**config.mk**
```make
export PLATFORM = sky130hd
export DESIGN_NAME = fastserial_target
export DESIGN_NICKNAME = d
export VERILOG_FILES = /design/src/rtl/fastserial_pkg.sv /design/src/rtl/fastserial_edge_sync.sv /design/src/rtl/fastserial_target.sv
export SDC_FILE = /design/constraint.sdc
export NUM_CORES = 1
export LEC_CHECK = 0
export CAP_MARGIN = 20
export CORE_UTILIZATION = 35
export CTS_CLUSTER_DIAMETER = 50
export DETAILED_ROUTE_END_ITERATION = 10
export PLACE_DENSITY = 0.63
export RECOVER_POWER = 100
export SYNTH_ARGS = -nofsm -noshare
export SYNTH_HDL_FRONTEND = slang
export SYNTH_SLANG_ARGS = --single-unit
```
**constraint.sdc**
```tcl
create_clock -name i_clk -period 2.26 [get_ports i_clk]
set_input_delay 0.452 -clock i_clk [delete_from_list [all_inputs] [get_ports i_clk]]
set_output_delay 0.452 -clock i_clk [all_outputs]
set_load 0.05 [all_outputs]
```
**src/rtl/fastserial_pkg.sv**
```systemverilog
// Shared constants and FSM state types for the fast-serial device-side link.
// Frame is start(0), 8 data bits LSB first, source bit; the line idles high.
package fastserial_pkg;
   localparam int   DATA_BITS   = 8;
   localparam int   FRAME_BITS  = 10;
   localparam logic START_LEVEL = 1'b0;
   localparam logic IDLE_LEVEL  = 1'b1;

   typedef enum logic [1:0] {RX_IDLE, RX_DATA, RX_SRC} rx_state_t;
   typedef enum logic [1:0] {TX_IDLE, TX_LOAD, TX_SHIFT} tx_state_t;
endpackage

```
**src/rtl/fastserial_edge_sync.sv**
```systemverilog
// Synchronises an async clock-like input and emits registered one-cycle rise/fall pulses.
// Latency: pulses appear SYNC_STAGES+1 cycles after the pin edge; no backpressure.
// Backpressure: none, free-running.
module fastserial_edge_sync #(
   parameter int SYNC_STAGES = 2
) (
   input  logic i_clk,
   input  logic i_reset_n,
   input  logic i_async,
   output logic o_rise,
   output logic o_fall
);
   logic [SYNC_STAGES-1:0] sync_q;
   logic                   dly_q;
   logic                   sync_s;

   assign sync_s = sync_q[SYNC_STAGES-1];

   // Reset to the idle-high level so a low line after reset only looks like a fall.
   always_ff @(posedge i_clk or negedge i_reset_n) begin
      if (!i_reset_n) begin
         sync_q <= '1;
         dly_q  <= 1'b1;
         o_rise <= 1'b0;
         o_fall <= 1'b0;
      end else begin
         sync_q <= {sync_q[SYNC_STAGES-2:0], i_async};
         dly_q  <= sync_s;
         o_rise <= sync_s & ~dly_q;
         o_fall <= ~sync_s & dly_q;
      end
   end
endmodule

```
**src/rtl/fastserial_target.sv**
```systemverilog
// Device-side fast-serial endpoint: receives frames on FSDI, sends on FSDO, drives FSCTS.
// Latency: FSCLK pin edge to o_fsdo change is SYNC_STAGES+2 cycles; rx byte 1 cycle after src bit.
// Backpressure: single-entry rx buffer (overrun pulse when full); tx accepts only when idle.
module fastserial_target
   import fastserial_pkg::*;
#(
   parameter int   SYNC_STAGES = 2,
   parameter logic TX_SOURCE   = 1'b0
) (
   input  logic       i_clk,
   input  logic       i_reset_n,
   input  logic       i_fsclk,
   input  logic       i_fsdi,
   output logic       o_fsdo,
   output logic       o_fscts,
   output logic [7:0] o_rx_data,
   output logic       o_rx_src,
   output logic       o_rx_valid,
   input  logic       i_rx_ready,
   output logic       o_rx_overrun,
   input  logic [7:0] i_tx_data,
   input  logic       i_tx_valid,
   output logic       o_tx_ready
);
   logic fs_rise, fs_fall;
   logic [SYNC_STAGES-1:0] fsdi_q;
   logic fsdi_s;

   fastserial_edge_sync #(.SYNC_STAGES(SYNC_STAGES)) u_clk_sync (
      .i_clk     (i_clk),
      .i_reset_n (i_reset_n),
      .i_async   (i_fsclk),
      .o_rise    (fs_rise),
      .o_fall    (fs_fall)
   );

   always_ff @(posedge i_clk or negedge i_reset_n) begin
      if (!i_reset_n) fsdi_q <= {SYNC_STAGES{IDLE_LEVEL}};
      else            fsdi_q <= {fsdi_q[SYNC_STAGES-2:0], i_fsdi};
   end
   assign fsdi_s = fsdi_q[SYNC_STAGES-1];

   rx_state_t rx_state, rx_next;
   logic [2:0] rx_cnt;
   logic [DATA_BITS-1:0] rx_shift;
   logic rx_done;

   always_ff @(posedge i_clk or negedge i_reset_n) begin
      if (!i_reset_n) rx_state <= RX_IDLE;
      else            rx_state <= rx_next;
   end

   always_comb begin
      rx_next = rx_state;
      case (rx_state)
         RX_IDLE: if (fs_rise && fsdi_s == START_LEVEL) rx_next = RX_DATA;
         RX_DATA: if (fs_rise && rx_cnt == 3'(DATA_BITS - 1)) rx_next = RX_SRC;
         RX_SRC:  if (fs_rise) rx_next = RX_IDLE;
         default: rx_next = RX_IDLE;
      endcase
   end

   always_comb begin
      rx_done = (rx_state == RX_SRC) && fs_rise;
   end

   always_ff @(posedge i_clk or negedge i_reset_n) begin
      if (!i_reset_n) begin
         rx_cnt   <= '0;
         rx_shift <= '0;
      end else if (rx_state == RX_IDLE) begin
         rx_cnt <= '0;
      end else if (rx_state == RX_DATA && fs_rise) begin
         rx_shift <= {fsdi_s, rx_shift[DATA_BITS-1:1]};
         rx_cnt   <= rx_cnt + 3'd1;
      end
   end

   // An accept in the completion cycle frees the slot, so the new frame loads instead of overrunning.
   always_ff @(posedge i_clk or negedge i_reset_n) begin
      if (!i_reset_n) begin
         o_rx_data    <= '0;
         o_rx_src     <= 1'b0;
         o_rx_valid   <= 1'b0;
         o_rx_overrun <= 1'b0;
         o_fscts      <= 1'b1;
      end else begin
         o_rx_overrun <= 1'b0;
         if (rx_done) begin
            if (!o_rx_valid || i_rx_ready) begin
               o_rx_data  <= rx_shift;
               o_rx_src   <= fsdi_s;
               o_rx_valid <= 1'b1;
            end else begin
               o_rx_overrun <= 1'b1;
            end
         end else if (o_rx_valid && i_rx_ready) begin
            o_rx_valid <= 1'b0;
         end
         o_fscts <= (rx_state == RX_IDLE) && !o_rx_valid;
      end
   end

   tx_state_t tx_state, tx_next;
   logic [3:0] tx_cnt;
   logic [FRAME_BITS-1:0] tx_shift;

   always_ff @(posedge i_clk or negedge i_reset_n) begin
      if (!i_reset_n) tx_state <= TX_IDLE;
      else            tx_state <= tx_next;
   end

   always_comb begin
      tx_next = tx_state;
      case (tx_state)
         TX_IDLE:  if (i_tx_valid) tx_next = TX_LOAD;
         TX_LOAD:  if (fs_fall) tx_next = TX_SHIFT;
         TX_SHIFT: if (fs_fall && tx_cnt == 4'(FRAME_BITS)) tx_next = TX_IDLE;
         default:  tx_next = TX_IDLE;
      endcase
   end

   always_comb begin
      o_tx_ready = (tx_state == TX_IDLE);
   end

   // The last bit is held a full FSCLK period before the line returns to idle.
   always_ff @(posedge i_clk or negedge i_reset_n) begin
      if (!i_reset_n) begin
         tx_cnt   <= '0;
         tx_shift <= {FRAME_BITS{IDLE_LEVEL}};
         o_fsdo   <= IDLE_LEVEL;
      end else begin
         case (tx_state)
            TX_IDLE: if (i_tx_valid) tx_shift <= {TX_SOURCE, i_tx_data, START_LEVEL};
            TX_LOAD: if (fs_fall) begin
               o_fsdo   <= tx_shift[0];
               tx_shift <= {IDLE_LEVEL, tx_shift[FRAME_BITS-1:1]};
               tx_cnt   <= 4'd1;
            end
            TX_SHIFT: if (fs_fall) begin
               if (tx_cnt == 4'(FRAME_BITS)) begin
                  o_fsdo <= IDLE_LEVEL;
               end else begin
                  o_fsdo   <= tx_shift[0];
                  tx_shift <= {IDLE_LEVEL, tx_shift[FRAME_BITS-1:1]};
                  tx_cnt   <= tx_cnt + 4'd1;
               end
            end
            default: ;
         endcase
      end
   end
endmodule

```
==> run_1/clk_routes.png <==
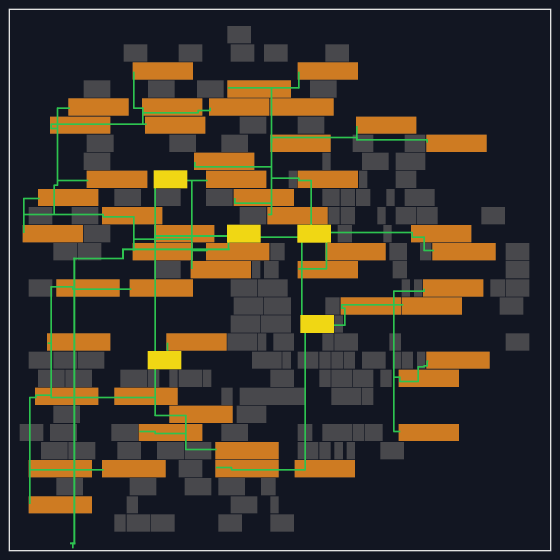
clock drivers: marked yellow, count 5. flip-flops: marked orange, count 49. clock wires: marked green, length 573 um.
Position of the flops: widely spread. There are 6 routed clock nets.

==> run_1/placement_by_type.png <==
The bar under the picture is 20 um long. Fill, decap, tap and diode cells in gray.
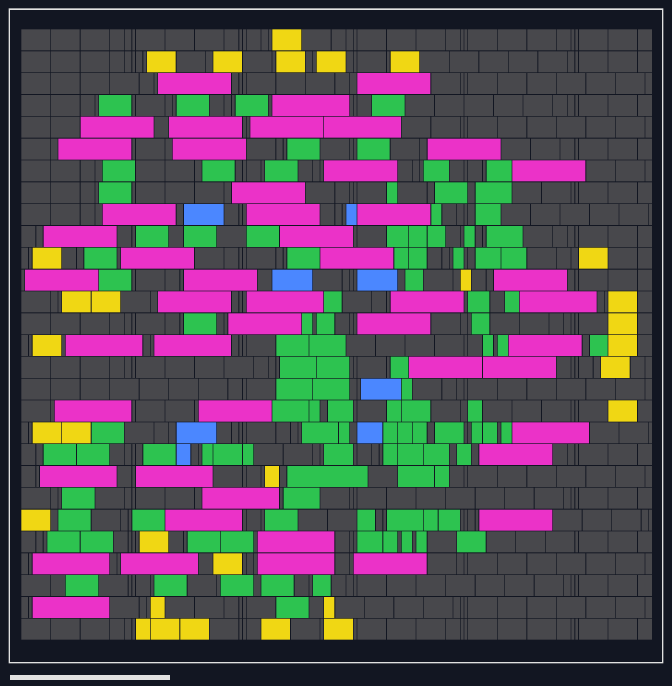
other buffers and delay cells: marked yellow, cells 30. flops: marked magenta, cells 49. clock drivers and dummy loads: marked blue, cells 8. combinational and other logic: marked green, cells 106.

==> run_1/layer_met2.png <==
The bar under the picture is 20 um long.
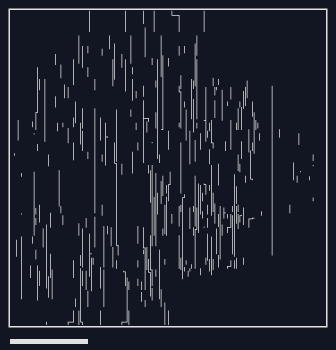
The longest straight run is 43.5 um. The wires run mostly vertical.

==> flow_summary.toml, run 1 <==
# flow metrics
[logic_synthesis]
synth-adder-area-share_pct = 6.26
top_logic_kind = "multiplexers"
yosysWarnings = 0
synth_flops = 49
yosysChipArea_um2 = 2200
syn-cell-area_um2 = 2200
synth.cellmix.compoundShare_pct = 7.06

[status]
status = "finished, final reports clean"

[detailed_routing]
wl_met1_mm = 1.69
vias = 1279
drt_drc_violations_left = 0
antenna_left = 0
drt-initial-drc-count = 65

[grt]
antenna_found_initial = 0

[min_path]
min_from = "fsdi_q[0]"
holdPathStages = 0

[setup_path]
reg2regPathDepth = 6
critPathKind = "reg2out"
crit_path_start = "o_fsdo"
r2r_start = "tx_cnt[0]"
crit_end = "o_fsdo"
crit_slowest_cell = "dlygate4sd3_1"

[placement]
post-dp-hpwl_mm = 2.25

[cts]
cts_max_level = 2
cts.sinks = 49
cts_resized = 0
insertion_delay_ps = 290

[sta]
setup_tns_ps = 0
clock-skew-final_ps = 7.87

[die]
die_h_um = 81.3
dieWidth_um = 81.3
fp_util_pct = 36.7
core.rowCount = 28

[final_layout]
seq_cell_count = 49
regMostFlops = "tx_shift"
fin_util_pct = 43.9
reg_top3 = "tx_shift: 10 flops, o_rx_data: 8 flops, rx_shift: 8 flops"
seq_share_pct = 47.5
largestClassByArea = "registers"
inverters = 6
final_cell_area_um2 = 2630
fill_cells = 563
flop_area_um2 = 1250

[power]
swShare_pct = 31.9
comb_power_share_pct = 36.8
power_leader = "registers"
p_comb_mw = 1.10

[run]
drv_cap = 0
[run 1: through the flow]
step | setup WS (ps) | power (mW) | std cells | hold WS (ps)
2_1_floorplan | 197 | 2.29 | 161 | 156
3_3_place_gp | 290 | 2.53 | 260 | 347
3_5_place_dp | 273 | 2.56 | 260 | 347
4_1_cts | 174 | 3.08 | 268 | 264
5_1_grt | 72.8 | 3.22 | 268 | 369
6_report | 127 | 2.99 | 268 | 361
[run 1: cells in the mapped netlist (3+ instances only)]
library cell / instances
clkbuf_1: 4
nor3_1: 3
a22o_1: 5
nand2b_1: 3
dfstp_2: 17
o21ai_0: 3
mux2_2: 37
inv_1: 6
nand2_1: 8
ha_1: 11
nor2b_1: 6
dfrtp_1: 32
nand3_1: 4
==> run_1/placement.png <==
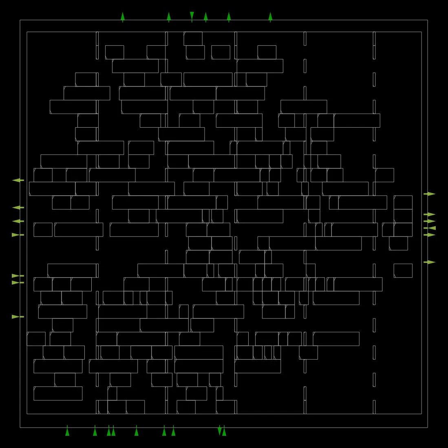

==> inputs of run 2 (changes only) <==
--- a/config.mk
+++ b/config.mk
@@ -5,11 +5,12 @@
 export SDC_FILE = /design/constraint.sdc
 export NUM_CORES = 1
 export LEC_CHECK = 0
+export ABC_AREA = 1
 export CAP_MARGIN = 20
 export CORE_UTILIZATION = 35
 export CTS_CLUSTER_DIAMETER = 50
 export DETAILED_ROUTE_END_ITERATION = 10
-export PLACE_DENSITY = 0.63
+export PLACE_DENSITY = 0.62
 export RECOVER_POWER = 100
 export SYNTH_ARGS = -nofsm -noshare
 export SYNTH_HDL_FRONTEND = slang
==> run_2/placement.png <==
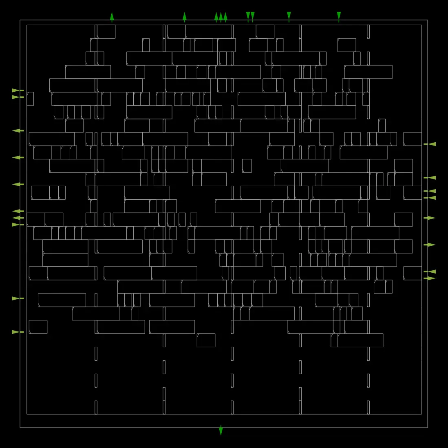
TAP cells: 77
flop count: 49
utilization after layout: 41.5%
Non-Filler Instances: 343
flop share of the area: 47.6%

==> run 2 against run 1 <==
Final cell count up 28%. Worst setup slack lost 13 ps. Wire length is 11% higher. Clock power grew 9.1%. Sequential cell count is the same. Count of clock-buffer cells in the layout did not move. Largest cell class unchanged. Largest power group unchanged.
==> flow_summary.toml, run 2 <==
# flow metrics
[power]
seq_power_share_pct = 45.7
p_clk_share_pct = 18.7
power_leakage_nw = 1.27
clock_power_mw = 0.549
power.density_nw_per_um2 = 1120
power_leader = "registers"
comb_power_share_pct = 35.6
vdd_drop_max_uv = 727
swShare_pct = 37.8
p_comb_mw = 1.04
seq_power_mw = 1.34

[cts]
clk_pin_slew_ps = 90
cts.sinks = 49
insertion_delay_ps = 300
clockBufferDepth = 2
cts_resized = 0
root_buffer = "clkbuf_8"
cts_max_level = 2

[detailed_routing]
wl_mm = 3.66
drt-initial-drc-count = 76
drt_drc_violations_left = 0
firstDrtPassIters = 4
wl_met1_mm = 1.86
vias = 1568
antenna_left = 0
met3_length_um = 141

[final_layout]
flop_area_um2 = 1250
reg_top3 = "tx_shift: 10 flops, o_rx_data: 8 flops, rx_shift: 8 flops"
antenna_cells = 0
nNetsFinal = 290
drive_gt1_share_pct = 11.3
inverters = 34
num-clock-buffers = 6
comb_share_pct = 30.1
syn2layout_area_growth_pct = 15.3
fill_cells = 638
regMostFlops = "tx_shift"
layout_top_cells = "nand2_1, inv_1, dfrtp_1"
largest_reg_flops = 10
final_cell_area_um2 = 2620
largestClassByArea = "registers"
buffer_area_share_pct = 10.0
logic_gates = 147

[logic_synthesis]
yosysWarnings = 0
enable_flop_cells = 0
yosysChipArea_um2 = 2270
mux_area_share_pct = 0
top_logic_kind = "simple AND/OR/NAND/NOR gates"
xor_share_pct = 0.385
ys_seq_share_pct = 54.8
synth_cell_type_count = 24
synth.cellmix.compoundShare_pct = 12.0
yosys-top-cells-count = "nand2_1, inv_1, dfrtp_1"
syn-mean-instance-area_um2 = 9.64
area_leaders = "dfrtp_1, dfstp_2, nand2_1"
synth_flops = 49
yosysTopAreaCell = "dfrtp_1"
ys_cells = 236
flop_cell = "dfrtp_1"
most_common_cell = "nand2_1"
synth-adder-area-share_pct = 6.05
syn-cell-area_um2 = 2270

[grt]
track_usage_pct = 12.2
grt_pass1_vias = 1435
antenna_found_initial = 0
use_met3_pct = 3.30

[run]
drv_cap = 0

[die]
core.rowCount = 29
dieWidth_um = 82.6
die_h_um = 82.6
fp.dieArea_um2 = 6830
fp_util_pct = 36.0

[sta]
fmaxAchievable_ghz = 0.466
clock-skew-final_ps = 6.16
fin_crit_ps = 2150
setup_tns_ps = 0
hold_viol_final = 0
finalCritPeriodShare_pct = 95.0
rsz0062_at_grt = "no"

[setup_path]
cp_cell_sequence = "dlygate4sd3_1"
cpPeakStageDelay_ps = 860
cp-start-kind = "register"
crit_slowest_cell = "dlygate4sd3_1"
critPathKind = "reg2out"
worst-endpoint-required_ps = 1810

[placement]
post-dp-hpwl_mm = 2.58
port_buffers = 27
dpl_cell_area_um2 = 2610

[status]
status = "finished, final reports clean"
==> run_2/placement_by_type.png <==
The bar under the picture is 20 um long. Fill, decap, tap and diode cells in gray.
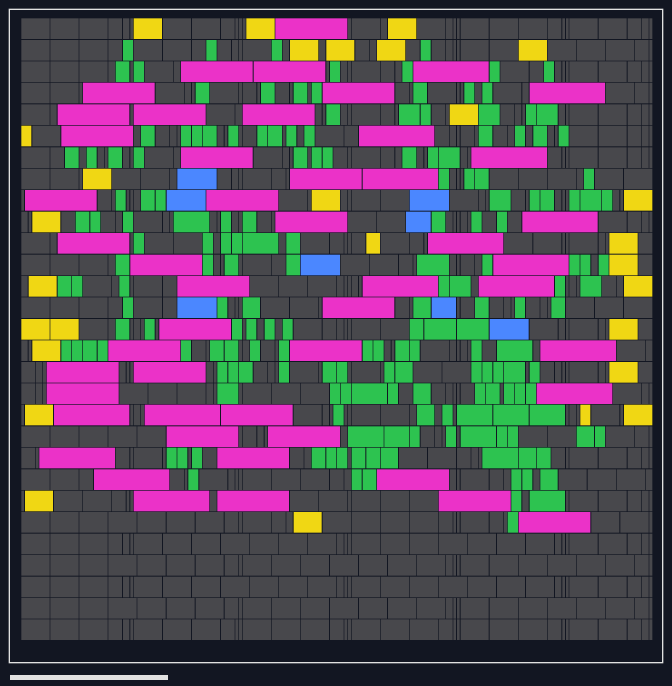
combinational and other logic: marked green, cells 181. other buffers and delay cells: marked yellow, cells 28. clock drivers and dummy loads: marked blue, cells 8. flops: marked magenta, cells 49.

==> run 2: through the flow <==
stage                     cells  hold WS (ps)  setup slack (ps)  power (mW)
after floorplan             236           156               555        2.38
after detailed placement    335           347               508        2.57
after CTS                   343           177               169        3.13
final                       343           361               114        2.93
after global routing        343           364              69.9        3.20
after global placement      335           346               517        2.55
==> run 2: worst paths after layout <==
check,start,endpoint,slack (ps),cells past startpoint
worst max-delay path,o_fsdo,o_fsdo,110,1
worst min-delay path,fsdi_q[0],fsdi_q[1],360,0
worst max register to register,tx_state[0],tx_shift[7],570,5
worst min register to register,fsdi_q[0],fsdi_q[1],360,0
max in group asynchronous,i_reset_n,tx_shift[5],550,2
min in group asynchronous,i_reset_n,o_rx_data[5],460,1
Power is estimated from default activity; no workload was simulated.
